Figure 1. Routing congestion.
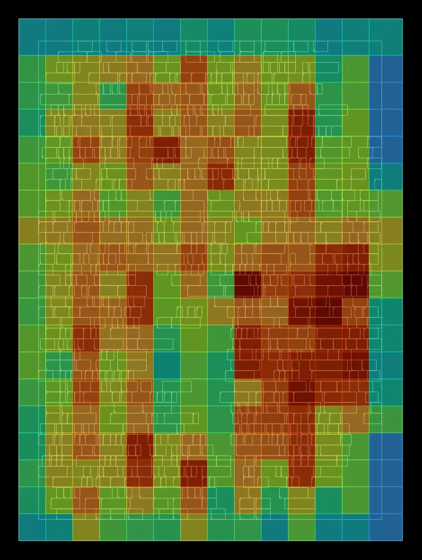
Figure 2. Metal 1.
Scale bar: 20 um.
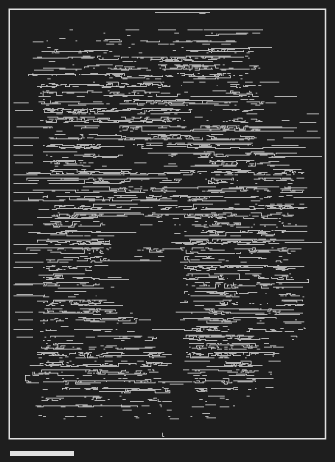
--- src/rtl/rv32_pkg.sv ---
// rtl/rv32_pkg.sv - shared widths, writeback entry type and hold-buffer states
package rv32_pkg;
  localparam int XLEN   = 32;
  localparam int NREG   = 32;
  localparam int REG_AW = 5;

  typedef struct packed {
    logic              valid;
    logic [REG_AW-1:0] rd;
    logic [XLEN-1:0]   data;
  } wb_entry_t;

  typedef enum logic {
    HOLD_EMPTY = 1'b0,
    HOLD_FULL  = 1'b1
  } hold_state_t;
endpackage

--- src/rtl/rf_scoreboard.sv ---
// rtl/rf_scoreboard.sv - pending-load bits with set-wins update and hazard lookup
module rf_scoreboard
  import rv32_pkg::*;
(
  input  logic              clk_in,
  input  logic              rst_in,
  input  logic              set_en,
  input  logic [REG_AW-1:0] set_rd,
  input  logic              clr_en,
  input  logic [REG_AW-1:0] clr_rd,
  input  logic [REG_AW-1:0] rs1,
  input  logic [REG_AW-1:0] rs2,
  output logic              hazard_out
);
  logic [NREG-1:0] pending_q;
  logic [NREG-1:0] pending_d;

  // Clear is applied before set so a same-cycle reissue keeps the bit.
  always_comb begin
    pending_d = pending_q;
    if (clr_en) pending_d[clr_rd] = 1'b0;
    if (set_en) pending_d[set_rd] = 1'b1;
    pending_d[0] = 1'b0;
  end

  always_ff @(posedge clk_in) begin
    if (rst_in) pending_q <= '0;
    else        pending_q <= pending_d;
  end

  assign hazard_out = pending_q[rs1] | pending_q[rs2];
endmodule

--- src/rtl/rf_wb_arbiter.sv ---
// rtl/rf_wb_arbiter.sv - merges execute and LSU writebacks onto the register file write port
module rf_wb_arbiter
  import rv32_pkg::*;
(
  input  logic              clk_in,
  input  logic              rst_in,
  input  logic              exe_valid,
  input  logic [REG_AW-1:0] exe_rd,
  input  logic [XLEN-1:0]   exe_data,
  output logic              exe_ready,
  input  logic              lsu_valid,
  input  logic [REG_AW-1:0] lsu_rd,
  input  logic [XLEN-1:0]   lsu_data,
  output logic              lsu_ready,
  input  logic              iss_ld_valid,
  input  logic [REG_AW-1:0] iss_ld_rd,
  input  logic [REG_AW-1:0] dec_rs1,
  input  logic [REG_AW-1:0] dec_rs2,
  output logic              hazard_out,
  output logic              wr_en_out,
  output logic [REG_AW-1:0] wr_addr_out,
  output logic [XLEN-1:0]   wr_data_out
);
  hold_state_t       state_q, state_d;
  wb_entry_t         hold_q, hold_d;
  wb_entry_t         grant;
  logic              lsu_grant;
  logic              wr_en_q, wr_en_d;
  logic [REG_AW-1:0] wr_addr_q, wr_addr_d;
  logic [XLEN-1:0]   wr_data_q, wr_data_d;

  always_comb begin
    state_d   = state_q;
    hold_d    = hold_q;
    grant     = '0;
    lsu_grant = 1'b0;
    exe_ready = !rst_in && (state_q == HOLD_EMPTY);
    lsu_ready = !rst_in && (state_q == HOLD_EMPTY);
    case (state_q)
      HOLD_FULL: begin
        grant   = hold_q;
        state_d = HOLD_EMPTY;
      end
      default: begin
        // LSU outranks a direct execute result; the loser parks in the buffer.
        if (lsu_valid) begin
          grant     = '{valid: 1'b1, rd: lsu_rd, data: lsu_data};
          lsu_grant = 1'b1;
          if (exe_valid) begin
            hold_d  = '{valid: 1'b1, rd: exe_rd, data: exe_data};
            state_d = HOLD_FULL;
          end
        end else if (exe_valid) begin
          grant = '{valid: 1'b1, rd: exe_rd, data: exe_data};
        end
      end
    endcase
    // x0 still consumes the slot but never raises the write enable.
    wr_en_d   = grant.valid && (grant.rd != '0);
    wr_addr_d = grant.valid ? grant.rd   : wr_addr_q;
    wr_data_d = grant.valid ? grant.data : wr_data_q;
  end

  always_ff @(posedge clk_in) begin
    if (rst_in) begin
      state_q   <= HOLD_EMPTY;
      hold_q    <= '0;
      wr_en_q   <= 1'b0;
      wr_addr_q <= '0;
      wr_data_q <= '0;
    end else begin
      state_q   <= state_d;
      hold_q    <= hold_d;
      wr_en_q   <= wr_en_d;
      wr_addr_q <= wr_addr_d;
      wr_data_q <= wr_data_d;
    end
  end

  assign wr_en_out   = wr_en_q;
  assign wr_addr_out = wr_addr_q;
  assign wr_data_out = wr_data_q;

  rf_scoreboard u_scoreboard (
    .clk_in     (clk_in),
    .rst_in     (rst_in),
    .set_en     (iss_ld_valid),
    .set_rd     (iss_ld_rd),
    .clr_en     (lsu_grant),
    .clr_rd     (lsu_rd),
    .rs1        (dec_rs1),
    .rs2        (dec_rs2),
    .hazard_out (hazard_out)
  );
endmodule
--- config.mk ---
export PLATFORM = sky130hd
export DESIGN_NAME = rf_wb_arbiter
export DESIGN_NICKNAME = d
export VERILOG_FILES = /design/src/rtl/rv32_pkg.sv /design/src/rtl/rf_scoreboard.sv /design/src/rtl/rf_wb_arbiter.sv
export SDC_FILE = /design/constraint.sdc
export NUM_CORES = 1
export LEC_CHECK = 0
export CAP_MARGIN = 20
export CORE_ASPECT_RATIO = 1.4
export CORE_MARGIN = 5
export CORE_UTILIZATION = 49
export DETAILED_ROUTE_END_ITERATION = 10
export PLACE_DENSITY = 0.8
export SYNTH_ARGS = -nofsm -noshare
export SYNTH_HDL_FRONTEND = slang
export SYNTH_SLANG_ARGS = --single-unit
export TNS_END_PERCENT = 20
--- constraint.sdc ---
create_clock -name clk_in -period 2.3 [get_ports clk_in]
set_clock_uncertainty 0.1 [all_clocks]
set_input_delay 0.23 -clock clk_in [delete_from_list [all_inputs] [get_ports clk_in]]
set_output_delay 0.23 -clock clk_in [all_outputs]
set_load 0.005 [all_outputs]
==> results.py <==
# Metrics from the implementation run
metrics = {
    "outcome": {
        "result_of_the_run": "finished, violations left",
        "violations": "setup timing",
    },
    "setup_path": {
        "endpoint_class_of_the_critical_path": "output port",
        "timing.critical_path.from": "u_scoreboard.pending_q[21]$_SDFF_PP0_",
        "cp_data_required_time_ns": 1.97,
        "crit-reg2reg-launch": "state_q$_SDFF_PP0_",
    },
    "sta": {
        "timing.final.ws_setup_ns": -0.1600,
        "drv_slew": 0,
        "finalSetupViolations": 1,
    },
    "logic_synthesis": {
        "sequential_to_total_area_share_from_yosys_stat": 0.4048,
        "postSynthCellCount": 689,
        "synthFlopType": "dfxtp_1",
        "largest_area_cell": "dfxtp_1",
    },
    "clocking": {
        "clock-root-buffer": "clkbuf_16",
        "cts-buffers-inserted": 9,
        "htree_num_levels": 3,
        "cts_tree": "done",
    },
    "floorplan": {
        "num_tap_cells": 141,
        "fp.dieH_um": 133.5,
        "die_width_um": 98.24,
    },
    "worst_hold_path": {
        "hold_path_startpoint": "rst_in",
    },
    "final_layout": {
        "n_multi_input_combinational_cell": 521,
        "antenna_cells": 0,
        "areaGrowthSynthToFinish_pct": 36.85,
    },
    "routing": {
        "drt_iter0_drc": 342,
    },
    "power_and_ir_drop": {
        "leakagePower_nw": 2.655,
    },
    "placement": {
        "i_o_buffers": 134,
    },
    "grt": {
        "first_pass_grt_wire_length_um": 26900,
        "grt_pass1_vias": 5566,
    },
}
Back to the opening pictures, Figure 1:
share of the core filled with cells: 0.6797
total global routing track utilization: 0.2496

Back to the opening pictures, Figure 2:
longest straight run: 20.7 um
wire length on this layer: 6240 um
vias: 5658
met1 Resource Use GR: 0.2840
total length of routed wires: 16460 um

-- worst paths after layout --
check	slack, ns	end
hold reg to reg	0.35	wr_data_out[16]$_SDFFE_PP0P_
hold / removal	0.32	wr_addr_out[3]$_SDFFE_PP0P_
setup reg to reg	0.38	u_scoreboard.pending_q[24]$_SDFF_PP0_
setup / recovery	-0.16	hazard_out
-- worst max-delay path, stage by stage (launching register included) --
cell and delay, ns:
dfxtp_2 0.34, mux4_2 0.47, a22oi_2 0.25, o211ai_1 0.12, or4_1 0.46, buf_2 0.14
-- repair_timing --
| action | in CTS | in global routing |
|---|---|---|
| endpoints found under the setup margin | 1 | 1 |
| gates resized | 16 | 4 |
| pin swaps | 5 | 5 |
-- sequential cells by signal, indices dropped and copies added, names as in the netlist --
signal and flops:
wr_addr_out 5, wr_en_out 1, u_scoreboard.pending_q 31, wr_data_out 32
hold_q 38, state_q 1
-- layer usage --
layer | track usage | share of wire | vias to the layer above
li1 | - | - | 2690
met1 | 0.2840 | 0.38 | 2632
met2 | 0.4307 | 0.50 | 282
met3 | 0.06443 | 0.080 | 54
met4 | 0.1245 | 0.043 | 0
met5 | 0 | 0 | -
-- stage by stage --
| step | TNS, ns | cells | area [um2] | worst slack, ns | utilization |
|---|---|---|---|---|---|
| after global placement | -0.7782 | 950 | 6990 | -0.7782 | 0.6500 |
| final | -0.1600 | 966 | 7310 | -0.1600 | 0.6797 |
| after detailed placement | -0.7893 | 950 | 6990 | -0.7893 | 0.6500 |
| after global routing | -0.2228 | 966 | 7310 | -0.2228 | 0.6797 |
| after floorplan | 0 | 689 | 5341 | 0.2846 | - |
| after CTS | -0.1602 | 966 | 7302 | -0.1602 | 0.6790 |
-- power breakdown --
part	internal [mW]	switching [mW]
sequential	1.96	0.0516
clock	0.988	0.678
combinational	0.410	0.374
total	3.36	1.10
Power and IR drop assume default switching activity.
